<file path="src/rtl/chan_fir_coef_pkg.sv">
`default_nettype none
// ============================================================================
//  Module   : chan_fir_coef_pkg
//  Brief    : Shared types and field positions for the FIR coefficient-pair
//             loaders of the 550-channel channelizer.
//  Revision : 1.0  initial release
// ============================================================================
package chan_fir_coef_pkg;

    localparam int COEF_W  = 16;
    localparam int REG_W   = 32;

    localparam int B16_MSB = 31;
    localparam int B16_LSB = 16;
    localparam int B17_MSB = 15;
    localparam int B17_LSB = 0;

    // Loader sequencing: wait for a change, qualify it, then wait for a frame sync.
    typedef enum logic [1:0] {
        IDLE    = 2'd0,
        QUALIFY = 2'd1,
        ARMED   = 2'd2
    } load_state_t;

    typedef struct packed {
        logic [COEF_W-1:0] b16;
        logic [COEF_W-1:0] b17;
    } coef_pair_t;

    // Split a software register word into its two coefficient fields, unmodified.
    function automatic coef_pair_t unpack_pair(input logic [REG_W-1:0] word);
        coef_pair_t pair;
        pair.b16 = word[B16_MSB:B16_LSB];
        pair.b17 = word[B17_MSB:B17_LSB];
        return pair;
    endfunction

endpackage
`default_nettype wire

</file>
<file path="src/rtl/fir_reg_qualifier.sv">
`default_nettype none
// ============================================================================
//  Module   : fir_reg_qualifier
//  Brief    : Detects a new register word and flags it once it has held
//             steady for STABLE_CYCLES consecutive edges.
//  Revision : 1.0  initial release
// ============================================================================
module fir_reg_qualifier
    import chan_fir_coef_pkg::*;
#(
    parameter int WORD_W        = REG_W,
    parameter int STABLE_CYCLES = 4
) (
    input  logic              clk,
    input  logic              rst_n,
    input  logic [WORD_W-1:0] word_in,
    output logic              change_det,
    output logic              qualified_valid,
    output logic [WORD_W-1:0] qualified_word
);

    localparam logic [8:0] c_STABLE = 9'(STABLE_CYCLES);

    logic [WORD_W-1:0] r_last_seen;
    logic [7:0]        r_stable_cnt;
    logic              r_counting;
    logic [8:0]        w_cnt_inc;

    assign change_det      = (word_in != r_last_seen);
    assign w_cnt_inc       = {1'b0, r_stable_cnt} + 9'd1;
    // Fires on the edge whose increment reaches the threshold, so the
    // consumer registers the word exactly STABLE_CYCLES edges after the change.
    assign qualified_valid = r_counting && !change_det && (w_cnt_inc == c_STABLE);
    assign qualified_word  = r_last_seen;

    // Track the last word seen and count consecutive stable edges after a change.
    always_ff @(posedge clk or negedge rst_n) begin
        if (!rst_n) begin
            r_last_seen  <= '0;
            r_stable_cnt <= '0;
            r_counting   <= 1'b0;
        end else if (change_det) begin
            r_last_seen  <= word_in;
            r_stable_cnt <= '0;
            r_counting   <= 1'b1;
        end else if (r_counting) begin
            r_stable_cnt <= w_cnt_inc[7:0];
            if (qualified_valid) begin
                r_counting <= 1'b0;
            end
        end
    end

endmodule
`default_nettype wire

</file>
<file path="src/rtl/fir_coeff_pair_loader.sv">
`default_nettype none
// ============================================================================
//  Module   : fir_coeff_pair_loader
//  Brief    : Qualifies the b16/b17 coefficient register word, holds it in a
//             shadow buffer and applies it to the FIR taps on frame sync.
//  Revision : 1.0  initial release
// ============================================================================
module fir_coeff_pair_loader
    import chan_fir_coef_pkg::*;
#(
    parameter int STABLE_CYCLES = 4,
    parameter int CNT_W         = 8
) (
    input  logic              user_clk,
    input  logic              user_rst_n,
    input  logic [31:0]       reg_data,
    input  logic              frame_sync,
    output logic [15:0]       coef_b16,
    output logic [15:0]       coef_b17,
    output logic              coef_valid,
    output logic              update_pending,
    output logic              apply_pulse,
    output logic              sync_out,
    output logic [CNT_W-1:0]  update_count
);

    load_state_t       r_state;
    load_state_t       w_next_state;
    logic              w_do_arm;
    logic              w_do_apply;

    logic              w_change;
    logic              w_qual_valid;
    logic [REG_W-1:0]  w_qual_word;

    coef_pair_t        r_shadow;
    coef_pair_t        r_active;
    logic              r_coef_valid;
    logic              r_pending;
    logic              r_apply;
    logic              r_sync;
    logic [CNT_W-1:0]  r_count;

    fir_reg_qualifier #(
        .WORD_W        (REG_W),
        .STABLE_CYCLES (STABLE_CYCLES)
    ) u_qualifier (
        .clk             (user_clk),
        .rst_n           (user_rst_n),
        .word_in         (reg_data),
        .change_det      (w_change),
        .qualified_valid (w_qual_valid),
        .qualified_word  (w_qual_word)
    );

    // State register.
    always_ff @(posedge user_clk or negedge user_rst_n) begin
        if (!user_rst_n) begin
            r_state <= IDLE;
        end else begin
            r_state <= w_next_state;
        end
    end

    // Next-state logic; a register change always wins over a frame sync.
    always_comb begin
        w_next_state = r_state;
        w_do_arm     = 1'b0;
        w_do_apply   = 1'b0;
        if (w_change) begin
            w_next_state = QUALIFY;
        end else begin
            case (r_state)
                IDLE: begin
                    w_next_state = IDLE;
                end
                QUALIFY: begin
                    if (w_qual_valid) begin
                        w_next_state = ARMED;
                        w_do_arm     = 1'b1;
                    end
                end
                ARMED: begin
                    if (frame_sync) begin
                        w_next_state = IDLE;
                        w_do_apply   = 1'b1;
                    end
                end
                default: begin
                    w_next_state = IDLE;
                end
            endcase
        end
    end

    // Shadow capture, frame-aligned apply, and the registered strobes.
    always_ff @(posedge user_clk or negedge user_rst_n) begin
        if (!user_rst_n) begin
            r_shadow     <= '0;
            r_active     <= '0;
            r_coef_valid <= 1'b0;
            r_pending    <= 1'b0;
            r_apply      <= 1'b0;
            r_sync       <= 1'b0;
            r_count      <= '0;
        end else begin
            r_apply <= w_do_apply;
            r_sync  <= frame_sync;
            if (w_change) begin
                r_pending <= 1'b0;
            end else if (w_do_arm) begin
                r_shadow  <= unpack_pair(w_qual_word);
                r_pending <= 1'b1;
            end else if (w_do_apply) begin
                r_active     <= r_shadow;
                r_coef_valid <= 1'b1;
                r_pending    <= 1'b0;
                r_count      <= r_count + 1'b1;
            end
        end
    end

    assign coef_b16       = r_active.b16;
    assign coef_b17       = r_active.b17;
    assign coef_valid     = r_coef_valid;
    assign update_pending = r_pending;
    assign apply_pulse    = r_apply;
    assign sync_out       = r_sync;
    assign update_count   = r_count;

endmodule
`default_nettype wire

</file>
<file path="config.mk">
export PLATFORM = sky130hd
export DESIGN_NAME = fir_coeff_pair_loader
export DESIGN_NICKNAME = d
export VERILOG_FILES = /design/src/rtl/chan_fir_coef_pkg.sv /design/src/rtl/fir_reg_qualifier.sv /design/src/rtl/fir_coeff_pair_loader.sv
export SDC_FILE = /design/constraint.sdc
export NUM_CORES = 1
export LEC_CHECK = 0
export CORE_ASPECT_RATIO = 0.6
export CORE_MARGIN = 5
export CORE_UTILIZATION = 40
export CTS_CLUSTER_SIZE = 40
export DETAILED_ROUTE_END_ITERATION = 8
export DONT_BUFFER_PORTS = 1
export SLEW_MARGIN = 25
export SYNTH_ARGS = -nofsm -noshare
export SYNTH_HDL_FRONTEND = slang
export SYNTH_SLANG_ARGS = --single-unit
</file>
<file path="constraint.sdc">
create_clock -name user_clk -period 2.3 [get_ports user_clk]
set_input_delay 0.46 -clock user_clk [delete_from_list [all_inputs] [get_ports user_clk]]
set_output_delay 0.46 -clock user_clk [all_outputs]
set_load 0.1 [all_outputs]
</file>
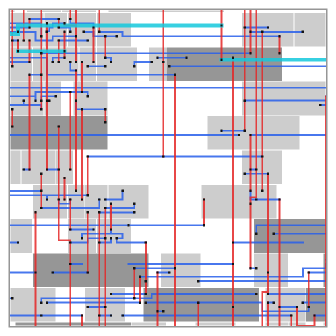
(run_1/zoom.png)
Region (64, 16) to (89, 41) um. Cells in grey, sequential cells in the stronger grey; small squares are vias.
met2 -> red
met1 -> blue
met3 -> cyan
sequential cells in the window = 5
most frequent = buf_4 (6), dfrtp_1 (5)
cells with their middle in the window = 37

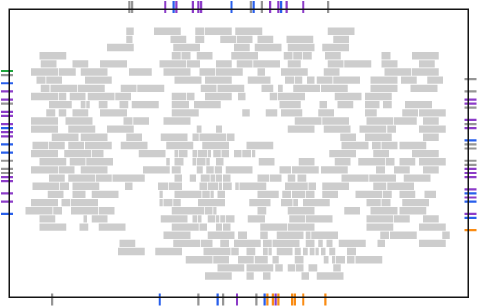
(run_1/pins.png)
Scale: 3 px per um. Pins as bars across the die edge, other pins in grey.
`user_clk` -> green  # pins 1, direction input, edge west
`coef_b16` -> blue  # pins 16, direction output, edge 5 west, 4 east, 4 north, 3 south
`update_count` -> orange  # pins 8, direction output, edge 7 south, 1 east
`reg_data` -> purple  # pins 32, direction input, edge 11 west, 10 east, 9 north, 2 south
all pins by edge = 23 east, 22 west, 18 north, 16 south
Die Ht: 95.5 um
chip width: 152 um
I/O Buffers: 0

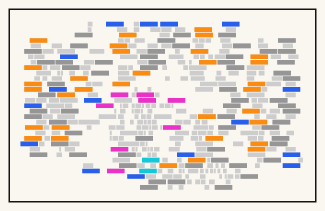
(run_1/registers.png)
Scale: 2 px per um. Other sequential cells in the stronger grey, the rest of the logic in the fainter grey.
`coef_b16` -> blue  # flops 16, where all over the die
`r_state` -> cyan  # flops 2
`u_qualifier.r_stable_cnt` -> magenta  # flops 8, where centre
`u_qualifier.qualified_word` -> orange  # flops 32
not coloured = 61

==> impl_metrics.toml, run 1 <==
# yosys + openroad results
[job]
cap_violations = 0
tool_warnings = 32

[setup_path]
cpMostUsedCell = "buf_4"
end_kind = "flop"
cp_max_fo = 9
path_delay_family = "simple AND/OR/NAND/NOR gates"
cp_slowest_stage_delay_ns = 0.40
r2r-end = "r_shadow[19]"
timing.rr.start = "u_qualifier.qualified_word[20]"
rr_worst_depth = 8
reg2reg_slack_ns = -0.06
cp.arrival_ns = 2.65
cp.depth = 8
startpoint = "u_qualifier.qualified_word[20]"
worstSetupEndpoint = "r_shadow[19]"

[yosys]
mux_share = 0.175
synthesis.area_um2 = 4870
postSynthAreaPerCell_um2 = 14.4
ys_area_um2 = 4870
synth_area_leader_cell = "dfrtp_1"
synth_cell_types = 36
ys_seq_frac = 0.611
syn_nets = 376
ys_warn_count = 0
edf_count = 0
top_cells_by_area = "dfrtp_1 61%, mux2_4 9.2%, xor2_1 8.1%, mux2_2 7.6%, clkbuf_1 2.7%"
synth_async_sr_flop_share = 1.00
ys_sh_simple = 0.0676
yosys.area_share.aoi = 0.0116
logic_family = "multiplexers"
ys_sh_xor = 0.0827
top_cells_by_count = "119 x dfrtp_1, 45 x xor2_1, 35 x clkbuf_1"
numSynthFlops = 119
ys.flop_type = "dfrtp_1"

[timing]
hold_ws_ns = -0.250
finalHoldViolations = 119
fmax_mhz = 424
maxSlewHeadroom = 0.365
worst_pin_slew_ns = 0.953
finalSetupViolations = 47
tns_ns = -1.43
finalWorstSetupSlack_ns = -0.0608
rsz0062_at_grt = "true"

[global_routing]
antenna_found_initial = 0
grt_first_pass_wirelength_mm = 15.4
grt_pass1_vias = 2746

[clocking]
postCtsSetupBuffers = 6
cts_max_level = 4
cts_buffers = 17
ctsResizeCount = 10
cts_tree = "done"
clk_latency_ns = 0.41
cts_sinks = 119

[status]
run_status = "complete, but fails checks"
violations = "negative hold slack, negative setup slack"

[routing]
first_iter_violations = 105
wl_mm = 10.2
drc = 0
vias_per_cell = 4.83
firstDrtPassIters = 4
vias = 2616

[cells_and_area]
finalNonFillerCells = 542
dominant_cells = "flip-flops and latches"
final_nets = 403
clkbuf_count = 22
drive_gt1_frac = 0.432
num-nonclk-inverters = 2
final_common_cell = "dfrtp_1"
multiInputCombCellCount = 176
stdcell_area_um2 = 6190
seq-cell-share = 0.481
final_util = 0.516
comb_area_share = 0.307
synthToLayoutAreaGrowth_pct = 27.0
n_fill_cell = 1013
final-clk-cell-share = 0.0926
buf_share = 0.0849

[floorplanning]
rows = 31
coreArea_um2 = 12000
n_tap_cell = 165
ioPinCount = 79
die-area_um2 = 14600
core_util_floorplan = 0.406

[placed_design]
gp_congestion = 0.749
place.detailed.hpwl_mm = 6.12
dpl-instance-area_um2 = 5170
place_inst = 497

[power]
combPwrFrac = 0.021
switchingPower_uw = 979
power_density_nw_per_um2 = 778
power_frac_seq = 0.446
irDropWorstVdd_mv = 0.517
power_uw = 4810
leakagePower_uw = 0.00306
==> run 1: power groups by stage <==
stage          logic (uW)  registers (uW)  clock network [uW]
6_report              101            2150                2570
5_1_grt               108            2150                2720
4_1_cts              77.6            2150                2620
3_5_place_dp         68.8            2180                   0
3_3_place_gp         69.4            2180                   0
2_1_floorplan        59.2            2180                   0
==> run 1: per-layer routing <==
layer | GRT usage | share of wire | vias to the layer above
li1 | - | - | 1191
met1 | 0.189 | 0.48 | 1350
met2 | 0.189 | 0.43 | 66
met3 | 0.0649 | 0.083 | 9
met4 | 0.0623 | 0.010 | 0
met5 | 0 | 0 | -
==> run_1/final_congestion.png <==
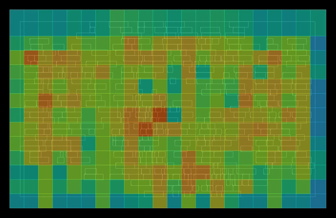

==> run 2, diff against run 1 <==
--- a/config.mk
+++ b/config.mk
@@ -7,11 +7,13 @@
 export LEC_CHECK = 0
 export CORE_ASPECT_RATIO = 0.6
 export CORE_MARGIN = 5
-export CORE_UTILIZATION = 40
+export CORE_UTILIZATION = 50
 export CTS_CLUSTER_SIZE = 40
 export DETAILED_ROUTE_END_ITERATION = 8
 export DONT_BUFFER_PORTS = 1
-export SLEW_MARGIN = 25
+export PLACE_DENSITY = 0.68
+export SLEW_MARGIN = 10
 export SYNTH_ARGS = -nofsm -noshare
 export SYNTH_HDL_FRONTEND = slang
+export SYNTH_HIERARCHICAL = 1
 export SYNTH_SLANG_ARGS = --single-unit
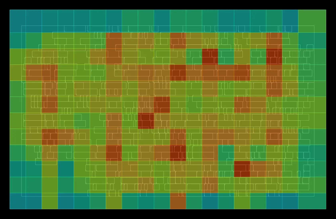
(run_2/final_congestion.png)
GRT Overall Usage: 0.198
GR Util met3: 0.0950
mean routed wirelength per cell: 17.5 um
gr busiest metal: met2

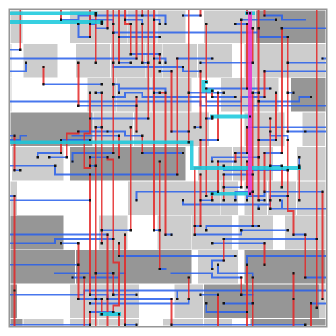
(run_2/zoom.png)
Region (56, 13) to (81, 38) um. Cells in grey, sequential cells in the stronger grey; small squares are vias.
met3 -> cyan
met4 -> magenta
met2 -> red
met1 -> blue
sequential cells in the window = 7
most frequent = buf_4 (9), dfrtp_1 (7)
netlist names of flops here include = `r_shadow` (2), `u_qualifier/qualified_word` (2)
cells with their middle in the window = 41

==> impl_metrics.toml, run 2 <==
# yosys + openroad results
[timing]
finalSetupViolations = 74
tns_ns = -18.53
worst_pin_slew_ns = 0.353
hold_ws_ns = -0.241
maxSlewHeadroom = 0.762
finalHoldViolations = 119
finalWorstSetupSlack_ns = -0.331
rsz0062_at_grt = "true"
fmax_mhz = 380

[routing]
met3_length_um = 777
met1_length_mm = 4.96
firstDrtPassIters = 4
routed-wl-met2_mm = 4.91
vias = 3009
highest_layer = "met4"
drc = 0
vias_per_cell = 4.92
first_iter_violations = 154

[placed_design]
gp_congestion = 0.848
dpl-instance-area_um2 = 5330
place_inst = 559
port_buffers = 0

[setup_path]
r2r-end = "r_shadow[3]"
cp_slowest_stage_delay_ns = 0.39
reg2reg_slack_ns = -0.33
path_delay_family = "simple AND/OR/NAND/NOR gates"
timing.rr.start = "u_qualifier/qualified_word[27]"
rr_worst_depth = 10
startpoint = "u_qualifier/qualified_word[27]"
worstSetupEndpoint = "r_shadow[3]"
cp.depth = 10
cp.arrival_ns = 2.91

[floorplanning]
n_tap_cell = 130
rows = 27
core_util_floorplan = 0.516
die-area_um2 = 11700
die_y_um = 85.7
coreArea_um2 = 9260

[global_routing]
antenna_found_initial = 0
grt_pass1_vias = 3251
grt.met1_usage = 0.267

[yosys]
numSynthFlops = 119
ys_seq_frac = 0.624
top_cells_by_area = "dfrtp_1 62%, nand2_1 8.3%, xor2_1 7.3%, mux2_2 5.2%, mux2_4 3.1%"
ys_warn_count = 6
synth_async_sr_flop_share = 1.00
ys.flop_type = "dfrtp_1"
synth_cell_types = 32

[cells_and_area]
num-nonclk-inverters = 1
multiInputCombCellCount = 236
final_util = 0.691
synthToLayoutAreaGrowth_pct = 34.0
final-clk-cell-share = 0.0970
final_common_cell = "dfrtp_1"
final_nets = 505
seq-cell-share = 0.465
drive_gt1_frac = 0.407
buf_share = 0.136
finalNonFillerCells = 611

[status]
run_status = "complete, but fails checks"
violations = "negative hold slack, negative setup slack"

[power]
largestPowerGroup = "clock"
irDropWorstVdd_mv = 0.541
power_frac_seq = 0.433
power_uw = 4960
leakagePower_uw = 0.00332
switchingPower_uw = 945
power_density_nw_per_um2 = 776

[clocking]
cts_buffers = 17
cts_max_level = 4
cts_tree = "done"
cts_sinks = 119
clk_latency_ns = 0.40

[job]
tool_warnings = 33
-- run 2: netlist changes by cell type in the layout (fill, tap and decap cells not counted), moves of 4 or more --
cell     delta
nand2_4     +7
buf_4      +45
mux2_4     -52
buf_6       -5
mux2_2     +19
nand2_2    +18
nand2_1    +73
xor2_1      -4
nor2_1      -5
xnor2_1     +5
buf_12      +5
nor3_1      +5
-- run 2: timing repair --
item / in CTS / in global routing
endpoints found under the hold margin: 119 / 119
endpoints found under the setup margin: 75 / 76
buffers inserted: 13 / 6
gates cloned: 3 / 2
resized: 23 / 36
pin swaps: 9 / 18
-- run 2: cell families after synthesis --
group | synth area share
compound gates | 0.00393
xor+xnor | 0.0844
fa+ha+maj | 0.00524
buf+inv | 0.0440
flops | 0.624
mux | 0.0854
simple gates | 0.154
==> run_2/gate_families.png <==
Scale: 2 px per um.
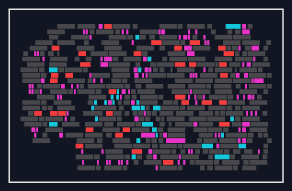

==> run 3, diff against run 2 <==
--- a/config.mk
+++ b/config.mk
@@ -11,9 +11,10 @@
 export CTS_CLUSTER_SIZE = 40
 export DETAILED_ROUTE_END_ITERATION = 8
 export DONT_BUFFER_PORTS = 1
-export PLACE_DENSITY = 0.68
+export PLACE_DENSITY = 0.66
 export SLEW_MARGIN = 10
 export SYNTH_ARGS = -nofsm -noshare
 export SYNTH_HDL_FRONTEND = slang
 export SYNTH_HIERARCHICAL = 1
 export SYNTH_SLANG_ARGS = --single-unit
+export TNS_END_PERCENT = 1
==> constraint.sdc (replaced) <==
create_clock -name user_clk -period 2.6 [get_ports user_clk]
set_input_delay 0.52 -clock user_clk [delete_from_list [all_inputs] [get_ports user_clk]]
set_output_delay 0.52 -clock user_clk [all_outputs]
set_load 0.1 [all_outputs]
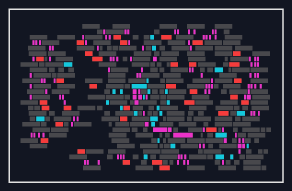
(run_3/gate_families.png)
Scale: 2 px per um.
NAND gates -> magenta  # cells 118, most used nand2_1, where all over the die
multiplexers -> red  # cells 33, most used mux2_2, where all over the die
NOR gates -> cyan  # cells 28, most used nor3_1
Top cell excl fill/tap: dfrtp_1
Layout Cells excl Fill: 552
Comb area share: 0.289

==> impl_metrics.toml, run 3 <==
# yosys + openroad results
[setup_path]
worstSetupEndpoint = "r_shadow[5]"
startpoint = "u_qualifier/r_stable_cnt[1]"
r2r-end = "r_shadow[5]"
timing.rr.start = "u_qualifier/r_stable_cnt[1]"
cp.arrival_ns = 2.88
cp_slowest_stage_delay_ns = 0.48
cp.depth = 11
rr_worst_depth = 11
path_delay_family = "simple AND/OR/NAND/NOR gates"
cp_max_fo = 10
cpMostUsedCell = "buf_12"
reg2reg_slack_ns = 0.006
crit_buf_inv = 3

[yosys]
edf_count = 0
ys.flop_type = "dfrtp_1"
ys_warn_count = 6
synthesis.area_um2 = 4780
synth_cell_types = 32
top_cells_by_area = "dfrtp_1 62%, nand2_1 8.3%, xor2_1 7.3%, mux2_2 5.2%, mux2_4 3.1%"
numSynthFlops = 119
top_cells_by_count = "119 x dfrtp_1, 105 x nand2_1, 40 x xor2_1"
ys_area_um2 = 4780
synth_area_leader_cell = "dfrtp_1"
synth_async_sr_flop_share = 1.00

[cells_and_area]
synthToLayoutAreaGrowth_pct = 18.1
final_nets = 447
final_util = 0.609

[timing]
finalWorstSetupSlack_ns = 0.00557
fmax_mhz = 385
worst_pin_slew_ns = 0.946
clock_skew_ns = 0.00774
maxSlewHeadroom = 0.369
tns_ns = 0
hold_ws_ns = -0.189
finalHoldViolations = 119
rsz0062_at_grt = "true"
finalSetupViolations = 0

[routing]
vias_per_cell = 4.98
firstDrtPassIters = 4
drc = 0
first_iter_violations = 156
vias = 2751
wl_mm = 9.47
routed-wl-met2_mm = 4.04
met3_length_um = 946

[global_routing]
grt_use_total = 0.175
grt.met1_usage = 0.239
grt_use_met2 = 0.241
use_met3 = 0.0950
grt_pass1_vias = 2912
grt_start_max_net_pins = 120
grt-busiest-layer = "met2"
grt_first_pass_wirelength_mm = 15.5
antenna_found_initial = 0

[status]
run_status = "complete, but fails checks"
violations = "negative hold slack"

[placed_design]
place.detailed.hpwl_mm = 6.15
gp_congestion = 0.746
port_buffers = 0

[clocking]
cts_sinks = 119
ctsResizeCount = 1
postCtsSetupBuffers = 0
clk_latency_ns = 0.41
root_buffer = "clkbuf_16"
cts_max_level = 4
cts_tree = "done"

[floorplanning]
die_y_um = 85.7
die_width_um = 136
die-area_um2 = 11700
rows = 27
ioPinCount = 79
core_util_floorplan = 0.516

[power]
power_density_nw_per_um2 = 703
irDropWorstVdd_mv = 0.531
pg_seq_uw = 1910
combPwrFrac = 0.014
power_frac_seq = 0.481
p_clk_uw = 2000
powerComb_uw = 54.5

[job]
cap_violations = 0
tool_warnings = 32
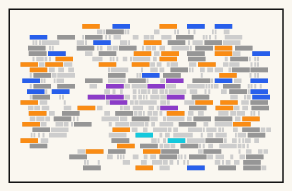
(run_3/registers.png)
Scale: 2 px per um. Other sequential cells in the stronger grey, the rest of the logic in the fainter grey.
`u_qualifier/r_stable_cnt` -> purple  # flops 8, where centre
`r_state` -> cyan  # flops 2
`u_qualifier/qualified_word` -> orange  # flops 32
`coef_b16` -> blue  # flops 16

-- run 3: cell counts after synthesis --
No cell type changed its count.
-- run 3: layout make-up --
cell class	instances	area, um^2
clock inverter	14	88.8
clock buffer	17	425
tap	130	163
multi-input combinational	236	1630
inverter	1	3.75
sequential	119	2980
timing repair buffer	35	352
fill	743	3620
-- run 3: metrics by stage --
step,total power (uW),instance area (um^2),instances
final,3960,5640,552
after CTS,4000,5520,548
after global routing,4120,5640,552
after floorplan,1980,4780,401
after detailed placement,1980,5000,517
after global placement,1980,5000,517
-- run 3: cells by family after synthesis --
logic type,share of synthesized area
AND/OR/NAND/NOR,0.154
flip-flops,0.624
AND-OR/OR-AND,0.00393
multiplexers,0.0854
XOR/XNOR,0.0844
buffers and inverters,0.0440
adder cells (fa/ha/maj),0.00524
No activity file was given, so power comes from the tool's default toggle rates.
